Figure 1. Cell placement (run 1).
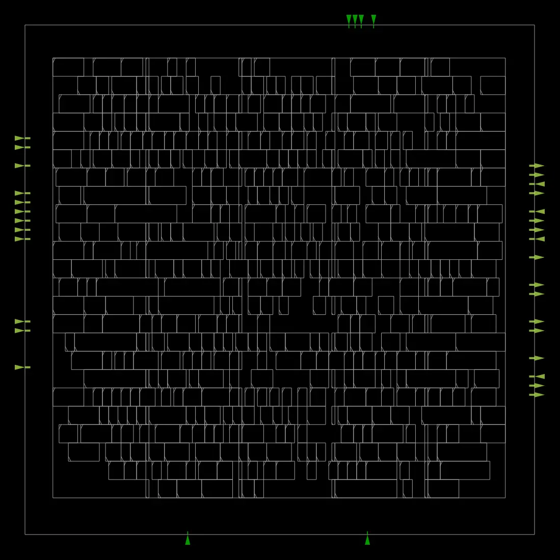
Figure 2. Metal 2 (run 1).
Bar = 20 µm.
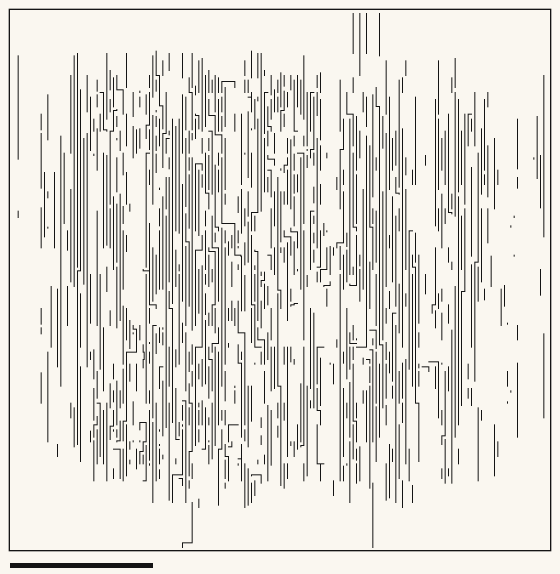
Figure 3. Cells coloured by class (run 1).
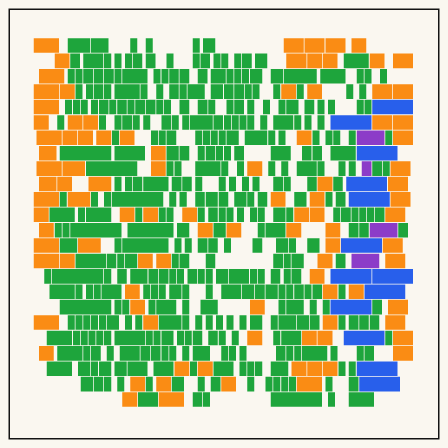
<file path="src/rtl/alu_seq.sv">
// Purpose: registered ALU with a start/busy/done handshake (ADD/SUB/AND/OR/XOR/SHL/MUL-or-ROTL/CMP).
// Latency: done in the cycle after the accepting edge; WIDTH+1 cycles for the iterative multiply.
// Backpressure: start is accepted only while busy=0; a start seen while busy is dropped, never queued.
//
// Ports:
//   clk, rst                  rising-edge clock, synchronous active-high reset
//   start, sel[2:0], r0, r1   request strobe, op select and operands (latched on the accepting edge)
//   r2                        registered result, held until the next op completes
//   overflow, borrowflag, zero  registered flags for the last completed op
//   busy, done                busy = not idle; done = one-cycle completion pulse
//
// Build option: define ALU_MUL_EN to get the multi-cycle shift-add multiply on sel=110;
// without it sel=110 is a single-cycle rotate-left by r1[SHW-1:0].
module alu_seq #(
    parameter int WIDTH = 8,
    parameter int SHW   = 3
) (
    input  logic             clk,
    input  logic             rst,
    input  logic             start,
    input  logic [2:0]       sel,
    input  logic [WIDTH-1:0] r0,
    input  logic [WIDTH-1:0] r1,
    output logic [WIDTH-1:0] r2,
    output logic             overflow,
    output logic             borrowflag,
    output logic             zero,
    output logic             busy,
    output logic             done
);

    localparam logic [1:0] S_IDLE = 2'd0;
    localparam logic [1:0] S_DONE = 2'd2;
`ifdef ALU_MUL_EN
    localparam logic [1:0] S_MUL  = 2'd1;
`endif

    localparam logic [2:0] OP_ADD = 3'b000;
    localparam logic [2:0] OP_SUB = 3'b001;
    localparam logic [2:0] OP_AND = 3'b010;
    localparam logic [2:0] OP_OR  = 3'b011;
    localparam logic [2:0] OP_XOR = 3'b100;
    localparam logic [2:0] OP_SHL = 3'b101;
    localparam logic [2:0] OP_MUL = 3'b110;
    localparam logic [2:0] OP_CMP = 3'b111;

    logic [1:0] state;

    // ------------------------------------------------------------------
    // Single-cycle datapath, evaluated straight off the request inputs so
    // the result can be registered on the accepting edge itself.
    // ------------------------------------------------------------------
    logic [WIDTH:0]       add_full;
    logic [WIDTH:0]       sub_full;
    logic [2*WIDTH-1:0]   shl_full;

    assign add_full = {1'b0, r0} + {1'b0, r1};
    // Top bit of the (WIDTH+1)-bit difference is set exactly when r0 < r1.
    assign sub_full = {1'b0, r0} - {1'b0, r1};
    // Upper half collects the bits pushed out of the WIDTH-bit window; a
    // shift of 0 leaves it empty, so overflow falls out as 0 naturally.
    assign shl_full = {{WIDTH{1'b0}}, r0} << r1[SHW-1:0];

    logic [WIDTH-1:0] alu_res;   // value used for r2 and the zero flag
    logic             alu_wr;    // CMP leaves r2 untouched
    logic             alu_ov;
    logic             alu_bf;

    always_comb begin
        alu_res = '0;
        alu_wr  = 1'b1;
        alu_ov  = 1'b0;
        alu_bf  = 1'b0;
        case (sel)
            OP_ADD: begin
                alu_res = add_full[WIDTH-1:0];
                alu_ov  = add_full[WIDTH];
            end
            OP_SUB: begin
                alu_res = sub_full[WIDTH-1:0];
                alu_bf  = sub_full[WIDTH];
            end
            OP_AND: alu_res = r0 & r1;
            OP_OR:  alu_res = r0 | r1;
            OP_XOR: alu_res = r0 ^ r1;
            OP_SHL: begin
                alu_res = shl_full[WIDTH-1:0];
                alu_ov  = |shl_full[2*WIDTH-1:WIDTH];
            end
            // Rotate = bits kept in the window OR'd with the bits shifted out.
            // With the multiplier built this leg is never committed.
            OP_MUL: alu_res = shl_full[WIDTH-1:0] | shl_full[2*WIDTH-1:WIDTH];
            OP_CMP: begin
                alu_res = sub_full[WIDTH-1:0];
                alu_bf  = sub_full[WIDTH];
                alu_wr  = 1'b0;
            end
            default: alu_res = '0;
        endcase
    end

`ifdef ALU_MUL_EN
    // ------------------------------------------------------------------
    // Iterative shift-add multiplier: one multiplier bit per cycle, LSB
    // first. The multiplicand walks left through a 2*WIDTH register.
    // ------------------------------------------------------------------
    localparam int CW = $clog2(WIDTH);
    localparam logic [CW-1:0] CNT_LAST = CW'(WIDTH - 1);

    logic [2*WIDTH-1:0] mcand;
    logic [2*WIDTH-1:0] prod;
    logic [WIDTH-1:0]   mplier;
    logic [CW-1:0]      cnt;
    logic [2*WIDTH-1:0] prod_next;

    assign prod_next = prod + (mplier[0] ? mcand : '0);
`endif

    always_ff @(posedge clk) begin
        if (rst) begin
            state      <= S_IDLE;
            r2         <= '0;
            overflow   <= 1'b0;
            borrowflag <= 1'b0;
            zero       <= 1'b0;
            done       <= 1'b0;
`ifdef ALU_MUL_EN
            mcand      <= '0;
            prod       <= '0;
            mplier     <= '0;
            cnt        <= '0;
`endif
        end else begin
            done <= 1'b0;
            case (state)
                S_IDLE: begin
                    if (start) begin
`ifdef ALU_MUL_EN
                        if (sel == OP_MUL) begin
                            state  <= S_MUL;
                            mcand  <= {{WIDTH{1'b0}}, r0};
                            mplier <= r1;
                            prod   <= '0;
                            cnt    <= '0;
                        end else
`endif
                        begin
                            state      <= S_DONE;
                            done       <= 1'b1;
                            overflow   <= alu_ov;
                            borrowflag <= alu_bf;
                            zero       <= (alu_res == '0);
                            if (alu_wr) begin
                                r2 <= alu_res;
                            end
                        end
                    end
                end
`ifdef ALU_MUL_EN
                S_MUL: begin
                    prod   <= prod_next;
                    mcand  <= mcand << 1;
                    mplier <= mplier >> 1;
                    cnt    <= cnt + 1'b1;
                    // Last partial product lands here; commit the sum directly
                    // rather than spending another cycle re-reading prod.
                    if (cnt == CNT_LAST) begin
                        state      <= S_DONE;
                        done       <= 1'b1;
                        r2         <= prod_next[WIDTH-1:0];
                        overflow   <= |prod_next[2*WIDTH-1:WIDTH];
                        borrowflag <= 1'b0;
                        zero       <= (prod_next[WIDTH-1:0] == '0);
                    end
                end
`endif
                S_DONE:  state <= S_IDLE;
                default: state <= S_IDLE;
            endcase
        end
    end

    assign busy = (state != S_IDLE);

endmodule

</file>
<file path="config.mk">
export PLATFORM = sky130hd
export DESIGN_NAME = alu_seq
export DESIGN_NICKNAME = d
export VERILOG_FILES = /design/src/rtl/alu_seq.sv
export SDC_FILE = /design/constraint.sdc
export NUM_CORES = 1
export LEC_CHECK = 0
export ABC_AREA = 1
export ABC_CLOCK_PERIOD_IN_PS = 1960
export CAP_MARGIN = 0
export CORE_MARGIN = 4
export CORE_UTILIZATION = 51
export CTS_BUF_LIST = sky130_fd_sc_hd__clkbuf_8
export DETAILED_ROUTE_END_ITERATION = 6
export PLACE_DENSITY = 0.81
export SYNTH_ARGS = -nofsm -noshare
export SYNTH_HDL_FRONTEND = slang
export SYNTH_SLANG_ARGS = --single-unit
</file>
<file path="constraint.sdc">
create_clock -name clk -period 1.96 [get_ports clk]
set_input_delay 0.196 -clock clk [delete_from_list [all_inputs] [get_ports clk]]
set_output_delay 0.196 -clock clk [all_outputs]
set_load 0.05 [all_outputs]
</file>
==> results.sh, run 1 <==
# implementation run metrics
export IMPL_status="completed"
export IMPL_clock_latency_ns=0.24
export IMPL_peakVddDrop_mv=0.2454
export IMPL_pre_cts_ws_ns=-0.4159
export IMPL_max_slew_worst_pin_slew_ns=0.4975
export IMPL_syn2layout_area_growth_pct=46.62
export IMPL_layout_top_cells="nand2_1, buf_4, nand3_1"
export IMPL_post_route_period_util=0.9333
export IMPL_min_period_ns=1.829
export IMPL_die_h_um=75.63
export IMPL_grt_max_degree=14
export IMPL_yosys_stat_seqShare=0.1116
export IMPL_placed_area_um2=3097
export IMPL_cts_sinks=13
export IMPL_clk_path_buf_depth=2
export IMPL_syn_num_nets=467
export IMPL_p_per_area_nw_per_um2=422.1
export IMPL_cts_buffers=3
export IMPL_lay_top_count="nand2_1"
export IMPL_yosysWarnings=0
export IMPL_warnings=43
export IMPL_drc_errors=0
export IMPL_synth_flops=13
export IMPL_hold_viol=0
export IMPL_clockRootBuffer="clkbuf_8"
export IMPL_crit_chain="clkdlybuf4s50_1 -> buf_4 -> inv_2 -> nand3_2 -> nand2_4 -> nand2_4 -> inv_2 -> nand2_1 -> nand2_1 -> nor2_2 -> nand3_2 -> nor2_1 -> nand3_1 -> nor2_1 -> nor2_1 -> nor2_1"
export IMPL_drtIter0Drc=268
export IMPL_clk_pin_slew_ns=0.05
export IMPL_synth_stat_cells=418
export IMPL_initial_utilization=0.5320
export IMPL_die_area_um2=5719
export IMPL_postCtsSetupBuffers=0
export IMPL_power_leakage_nw=1.865
export IMPL_fin_hold_ws_ns=0.5030
export IMPL_die_w_um=75.63
export IMPL_fin_nets=556
export IMPL_routedWlPerCell_um=14.85
export IMPL_first_pass_iters=6
export IMPL_cts_tree="built"
export IMPL_min_from="borrowflag"
export IMPL_critical_path_class="in2reg"
export IMPL_grt_usage=0.2801
export IMPL_setup_viol=0
export IMPL_r2r_cells=7
export IMPL_layout_cells_non_filler=558
export IMPL_grt_pass1_vias=2761
export IMPL_r2r_end="r2[0]"
export IMPL_cp_top_family="simple AND/OR/NAND/NOR gates"
export IMPL_comb_area_um2=1937
export IMPL_slew_viol_final=0
export IMPL_endpoint_kind="flop"
export IMPL_layout_setup_ws_ns=0.1308
export IMPL_worstSetupPathDepth=16
export IMPL_fin_setup_tns_ns=0
export IMPL_r2r_start="state[1]"
export IMPL_n_fill_cell=337
export IMPL_cp_required_ns=2.14
export IMPL_rrSetupSlack_ns=0.53
export IMPL_h_tree_depth=1
export IMPL_cts_hold_buffers_added=0
export IMPL_synth_area_um2=2332
export IMPL_crit_fanout=8
-- Figure 1 (at the start) --
FF+latch count: 13
# rows: 24

-- Figure 2 (at the start) --
The layer holds 49% of the routed length. The longest straight run is 35.0 µm.
vias after detailed routing: 3078
WL final: 8288 µm
GR Util met2: 0.4803

-- Figure 3 (at the start) --
Key: remaining buffers and delay cells = orange [cells 98, share of their area 26%]; combinational and other logic = green [cells 391, share of their area 65%]; sequential cells = blue [cells 13, share of their area 7.8%]; clock drivers and dummy loads = purple [cells 4, share of their area 1.4%]
flop share of the area: 0.07611
Core Footprint: 4384 µm²
Final Cell Area: 3420 µm²

==> run 1: layer usage <==
layer,vias up,global-route usage,wire length (µm)
li1,1501,-,-
met1,1372,0.3662,3383
met2,172,0.4803,4052
met3,33,0.01847,577
met4,0,0.1068,274
met5,-,0,0
==> run 1: registers in the layout, summed over array words and instances, names as in the netlist <==
name	count
zero	1
r2	8
borrowflag	1
overflow	1
state	1
done	1
==> run 1: synth_stat cells (all sizes together) <==
master,number,area (µm²)
a21oi,17,85.08
inv,64,245.2
nor3,3,26.28
o21ai,15,75.07
o22ai,1,6.260
buf,12,90.08
a211oi,1,7.510
fa,2,40.04
nor2,53,201.5
dfxtp,13,260.3
ha,25,312.8
nand3,68,365.4
clkbuf,2,8.750
and2,1,6.260
nand4,8,50.05
xor2,1,8.760
or2,4,25.03
xnor2,2,17.52
nand2,126,500.5
==> run 1: logic make-up (layout without fill, tap and decap cells) <==
kind of cell | after synthesis | in the layout | synth area share
simple gates | 263 | 263 | 0.5038
buf+inv | 78 | 166 | 0.1475
compound gates | 34 | 34 | 0.07457
fa+ha+maj | 27 | 27 | 0.1513
flops | 13 | 13 | 0.1116
xor+xnor | 3 | 3 | 0.01127
==> run 1: layout make-up <==
cell class	count	area share
Multi-Input combinational cell	327	0.5664
Clock inverter	1	0.001464
Inverter	64	0.07245
Tap cell	52	0.01903
Timing Repair Buffer	98	0.2525
Sequential cell	13	0.07611
Clock buffer	3	0.01207
==> run 1: power by group <==
part	internal [mW]	switching [mW]	total, mW	leakage [nW]
logic	0.388	0.527	0.915	1.73
clock network	0.140	0.0943	0.235	0.0255
registers	0.285	0.00910	0.294	0.107
total	0.813	0.631	1.44	1.86
Figure 4. Met3 routing (run 1).
Bar = 20 µm.
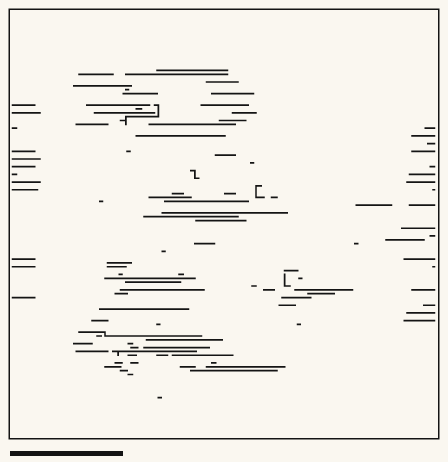

==> inputs of run 2 (changes only) <==
--- a/config.mk
+++ b/config.mk
@@ -12,6 +12,7 @@
 export CORE_UTILIZATION = 51
 export CTS_BUF_LIST = sky130_fd_sc_hd__clkbuf_8
 export DETAILED_ROUTE_END_ITERATION = 6
+export GPL_TIMING_DRIVEN = 0
 export PLACE_DENSITY = 0.81
 export SYNTH_ARGS = -nofsm -noshare
 export SYNTH_HDL_FRONTEND = slang
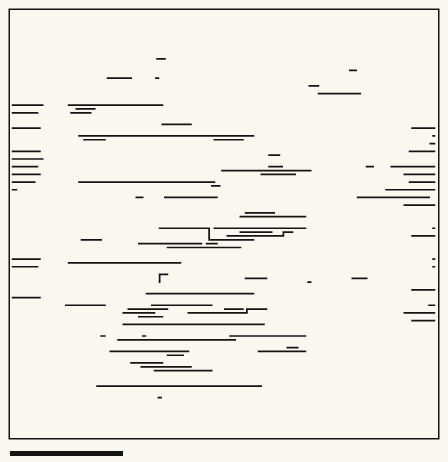
Figure 5: run 2, met3 routing.
Bar = 20 µm.
The wires run mostly horizontal. The longest straight run is 30.8 µm. The layer carries 608 µm of wire. 76 nets have wire on it.
M3 GR Usage: 0.01319
vias after detailed routing: 2802
WL final: 7134 µm

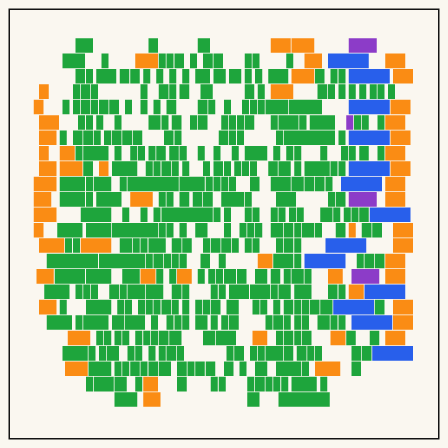
Figure 6: run 2, cells coloured by class.
Key: sequential cells = blue [cells 13, share of their area 8.9%]; combinational and other logic = green [cells 391, share of their area 73%]; clock drivers and dummy loads = purple [cells 4, share of their area 1.5%]; remaining buffers and delay cells = orange [cells 53, share of their area 17%]
Final Cell Area: 3003 µm²
flop share of the area: 0.08667

==> run 2 against run 1 <==
Compared with the run above:
- combinational power down 14%
- power down 9.0%
- routed wire length down 14%
- design area down 12%
- maximum frequency down 2.4%
- clock power about the same
- sequential share of layout area up 1.1 points
- highest routed layer unchanged
==> results.sh, run 2 <==
# implementation run metrics
export IMPL_nClkBuffers=3
export IMPL_common_cells="nand2_1, nand3_1, inv_1, nor2_1, ha_1"
export IMPL_die_area_um2=5719
export IMPL_fin_nets=511
export IMPL_fmax_ghz=0.5336
export IMPL_power_switching_uw=590.9
export IMPL_synth_area_um2=2332
export IMPL_top_cell_area_share=0.1947
export IMPL_clock_latency_ns=0.25
export IMPL_syn_num_nets=467
export IMPL_syn2layout_area_growth_pct=28.76
export IMPL_critical_path_class="in2reg"
export IMPL_status="completed"
export IMPL_buf_share=0.1633
export IMPL_min_period_ns=1.874
export IMPL_initial_utilization=0.5320
export IMPL_largest_reg_flops=8
export IMPL_drc_errors=0
export IMPL_peakVddDrop_mv=0.2228
export IMPL_yosys_stat_seqShare=0.1116
export IMPL_grt_max_degree=13
export IMPL_clk_path_buf_depth=2
export IMPL_core_region_area_um2=4384
export IMPL_combinationalPowerShare=0.598
export IMPL_cts_sinks=13
export IMPL_p_int_uw=722.3
export IMPL_inv_count=64
export IMPL_ys_types=31
export IMPL_largestClassByArea="combinational gates"
export IMPL_hold_viol=0
export IMPL_synth_flops=13
export IMPL_post_route_period_util=0.9562
export IMPL_seqPwrFrac=0.224
export IMPL_max_slew_worst_pin_slew_ns=0.5005
export IMPL_comb_cells=327
export IMPL_crit_fanout=11
export IMPL_drive_gt1_frac=0.1866
export IMPL_h_tree_depth=1
export IMPL_cts_tree="built"
export IMPL_postCtsSetupBuffers=6
export IMPL_grt_usage=0.2612
export IMPL_setup_viol=0
export IMPL_grt_busiest_layer="met2"
export IMPL_die_w_um=75.63
export IMPL_ios=35
export IMPL_comb_share=0.6258
export IMPL_clk_pin_slew_ns=0.05
export IMPL_nWellTaps=52
export IMPL_pg_seq_uw=294
export IMPL_grt_pass1_vias=2459
export IMPL_largest_register="r2"
export IMPL_die_h_um=75.63
export IMPL_yosys_area_top_type="nand2_1"
export IMPL_p_per_area_nw_per_um2=437.3
export IMPL_cp_required_ns=2.14
export IMPL_avgSynthCellArea_um2=5.580
export IMPL_nNonClkBuffers=53
export IMPL_comb_area_um2=1879
export IMPL_slew_viol_final=0
export IMPL_pg_clk_uw=233
export IMPL_synth_edff_count=0
export IMPL_netSwitchingFraction=0.4500
export IMPL_power_leakage_nw=1.579
export IMPL_p_clk_frac=0.178
export IMPL_cts_hold_buffers_added=0
export IMPL_top_cell="nand2_1"
export IMPL_layout_top_cells="nand2_1, nand3_1, inv_1"
export IMPL_fin_setup_tns_ns=0
export IMPL_area_leaders="nand2_1, nand3_1, ha_1, dfxtp_1, inv_1"
export IMPL_endpoint_kind="flop"
export IMPL_power_top_group="combinational logic"
export IMPL_comb_power_uw=786
export IMPL_clk_share=0.01500
export IMPL_routedWlPerCell_um=13.91
export IMPL_ff_count=13
export IMPL_ff_type="dfxtp_1"
export IMPL_yosysWarnings=0
export IMPL_warnings=43
export IMPL_drtIter0Drc=277
export IMPL_first_pass_iters=5
export IMPL_synth_stat_cells=418
export IMPL_lay_top_count="nand2_1"
export IMPL_clockRootBuffer="clkbuf_8"
[run 2: cell counts after synthesis]
Identical to the previous run, type by type.
[run 2: worst max-delay path: stages]
cell and delay (ns):
clkdlybuf4s15_2 0.29, inv_4 0.07, buf_6 0.15, ha_4 0.29, inv_1 0.04, nand2_1 0.06
nand2_1 0.11, nand3_1 0.09, nand3_1 0.09, nand3_2 0.09, nand3_2 0.10, nor2_2 0.11
nand3_1 0.09, nor2_1 0.15, nor2_1 0.06, nor2_1 0.07
[run 2: cells by family (layout without fill, tap and decap cells)]
group / after synthesis / in the layout / synth area share
AOI/OAI and AO/OA: 34 / 34 / 0.07457
buffers and inverters: 78 / 121 / 0.1475
xor gates and xnor gates: 3 / 3 / 0.01127
adders and majority gates: 27 / 27 / 0.1513
DFF: 13 / 13 / 0.1116
and+or+nand+nor: 263 / 263 / 0.5038
[run 2: routing by layer]
layer / share of wire / wire length, µm / vias to the layer above
met1: 0.42 / 2991 / 1235
met3: 0.085 / 608 / 15
met4: 0.031 / 224 / 0
li1: - / - / 1411
met2: 0.46 / 3310 / 141
met5: 0 / 0 / -
[run 2: per-stage QoR]
step                area [µm²]  setup WS (ns)    util  hold WS, ns
detailed placement        2718        -0.8039  0.6199       0.4634
finish                    3003        0.08576  0.6849       0.4307
global placement          2718        -0.7979  0.6199       0.4609
CTS                       2934       0.003815  0.6692       0.4278
global route              3003       -0.01323  0.6849       0.4972
floorplan                 2332        0.03095       -       0.2684
[run 2: final timing paths]
path,start,to,slack (ns),cells after the start
worst min register to register,borrowflag,borrowflag,0.47,2
worst max register to register,state[1],r2[6],0.40,6
worst max-delay path,r1[1],zero,0.09,16
worst min-delay path,sel[1],overflow,0.43,6
==> inputs of run 3 (changes only) <==
--- a/config.mk
+++ b/config.mk
@@ -13,6 +13,7 @@
 export CTS_BUF_LIST = sky130_fd_sc_hd__clkbuf_8
 export DETAILED_ROUTE_END_ITERATION = 6
 export GPL_TIMING_DRIVEN = 0
+export HOLD_SLACK_MARGIN = 0.15
 export PLACE_DENSITY = 0.81
 export SYNTH_ARGS = -nofsm -noshare
 export SYNTH_HDL_FRONTEND = slang
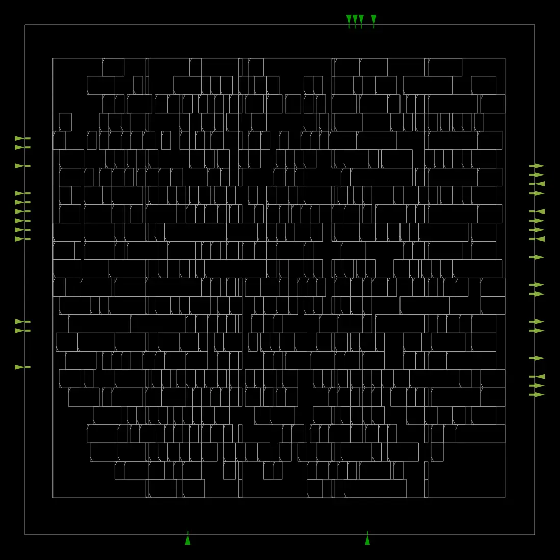
Figure 7: run 3, cell placement.
Layout Cells excl Fill: 513
fill cell count: 413

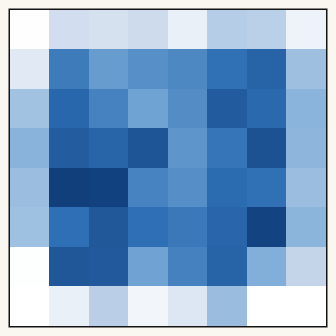
Figure 8: run 3, cell density map.
The die is cut into 8 by 8 equal tiles; white is low, dark blue is high, 0 to 100% covered.
The mean over all tiles is 51%. The fullest tile reaches 94%. 27% of the tiles are over 75% full. 7.8% of the tiles are nearly empty.
Final Util: 0.6849
fp_density: 0.5320

==> run 3 against run 2 <==
Compared with the run above:
- count of clock-buffer cells in the layout is the same
- utilization unchanged
- synthesized cell count is the same
- sequential share of layout area is the same
- routed wire length unchanged
- critical endpoint unchanged
- largest cell class unchanged
- highest routed layer unchanged
==> results.sh, run 3 <==
# implementation run metrics
export IMPL_pg_clk_uw=233
export IMPL_cts_sinks=13
export IMPL_dr_wl_met2_um=3310
export IMPL_async_reset_ff_frac=0
export IMPL_die_w_um=75.63
export IMPL_yosys_area_share_xor_xnor=0.01127
export IMPL_fin_hold_ws_ns=0.4307
export IMPL_pg_seq_uw=294
export IMPL_placed_area_um2=2718
export IMPL_r2r_start="state[1]"
export IMPL_power_switching_uw=590.9
export IMPL_fmax_ghz=0.5336
export IMPL_p_int_uw=722.3
export IMPL_ys_types=31
export IMPL_min_period_ns=1.874
export IMPL_routed_wl_met3_um=608
export IMPL_die_area_um2=5719
export IMPL_synthSimpleGateAreaFrac=0.5038
export IMPL_syn_num_nets=467
export IMPL_hold_viol=0
export IMPL_clk_path_buf_depth=2
export IMPL_rows=24
export IMPL_power_leakage_nw=1.579
export IMPL_first_pass_iters=5
export IMPL_cts_tree="built"
export IMPL_die_h_um=75.63
export IMPL_rrSetupSlack_ns=0.40
export IMPL_finalWirelength_um=7134
export IMPL_critical_path_class="in2reg"
export IMPL_fa_ha_area_frac=0.1513
export IMPL_postCtsSetupBuffers=6
export IMPL_layout_top_cells="nand2_1, nand3_1, inv_1"
export IMPL_mux_share=0
export IMPL_syn2layout_area_growth_pct=28.76
export IMPL_largest_register="r2"
export IMPL_routedWlPerCell_um=13.91
export IMPL_comb_power_uw=786
export IMPL_ios=35
export IMPL_grt_pass1_vias=2459
export IMPL_warnings=43
export IMPL_lay_top_count="nand2_1"
export IMPL_clockRootBuffer="clkbuf_8"
export IMPL_seqPwrFrac=0.224
export IMPL_vias=2802
export IMPL_grt_util_met1=0.3539
export IMPL_r2r_cells=6
export IMPL_largest_reg_flops=8
export IMPL_clk_pin_slew_ns=0.05
export IMPL_drive_gt1_frac=0.1866
export IMPL_pre_cts_ws_ns=-0.8039
export IMPL_startpoint="r1[1]"
export IMPL_yosys_stat_seqShare=0.1116
export IMPL_layout_setup_ws_ns=0.08576
export IMPL_clock_latency_ns=0.25
export IMPL_fin_area_um2=3003
export IMPL_cp_required_ns=2.14
export IMPL_drtIter0Drc=277
export IMPL_yosysWarnings=0
export IMPL_post_route_period_util=0.9562
export IMPL_netSwitchingFraction=0.4500
export IMPL_avgSynthCellArea_um2=5.580
export IMPL_met1_length_um=2991
export IMPL_fin_nets=511
export IMPL_common_cells="nand2_1, nand3_1, inv_1, nor2_1, ha_1"
export IMPL_top_cell="nand2_1"
export IMPL_p_per_area_nw_per_um2=437.3
export IMPL_grt_max_degree=13
export IMPL_top_cell_area_share=0.1947
export IMPL_dr_max_layer_used="met4"
export IMPL_grt_usage=0.2612
export IMPL_status="completed"
export IMPL_drc_errors=0
export IMPL_cts_hold_buffers_added=0
export IMPL_synth_flops=13
export IMPL_cts_buffers=3
export IMPL_synth_edff_count=0
export IMPL_area_leaders="nand2_1, nand3_1, ha_1, dfxtp_1, inv_1"
export IMPL_fin_setup_tns_ns=0
export IMPL_r2r_end="r2[6]"
export IMPL_setup_viol=0
export IMPL_synth_stat_cells=418
export IMPL_ff_type="dfxtp_1"
==> run 3: cell counts in the layout (fill, tap and decap cells not counted) <==
Identical to the previous run, type by type.
==> run 3: logic make-up (layout without fill, tap and decap cells) <==
group                    Yosys count  in the layout
AND-OR/OR-AND                     34             34
XOR/XNOR                           3              3
buffers and inverters             78            121
AND/OR/NAND/NOR                  263            263
adder cells (fa/ha/maj)           27             27
flip-flops                        13             13
==> run 3: how the worst min path moves through the flow <==
stage / slack [ns] / from / depth (start not counted) / endpoint
3_5_place_dp: 0.46 / borrowflag / 2 / borrowflag
3_3_place_gp: 0.46 / borrowflag / 2 / borrowflag
6_report: 0.43 / sel[1] / 6 / overflow
4_1_cts: 0.43 / sel[0] / 6 / overflow
5_1_grt: 0.50 / borrowflag / 2 / borrowflag
2_1_floorplan: 0.27 / rst / 1 / state[1]
==> run 3: layout make-up <==
cell class | count | area, µm² | area share
inverter | 64 | 262.8 | 0.08750
timing repair buffer | 41 | 365.4 | 0.1217
clock inverter | 1 | 3.754 | 0.001250
buffer | 12 | 125.1 | 0.04167
multi-input combinational | 327 | 1879 | 0.6258
tap | 52 | 65.06 | 0.02167
clock buffer | 3 | 41.29 | 0.01375
sequential | 13 | 260.3 | 0.08667
==> run 3: worst max-delay path, cell delays in order <==
cell,delay [ns]
clkdlybuf4s15_2,0.29
inv_4,0.07
buf_6,0.15
ha_4,0.29
inv_1,0.04
nand2_1,0.06
nand2_1,0.11
nand3_1,0.09
nand3_1,0.09
nand3_2,0.09
nand3_2,0.10
nor2_2,0.11
nand3_1,0.09
nor2_1,0.15
nor2_1,0.06
nor2_1,0.07
Power is estimated from default activity; no workload was simulated.
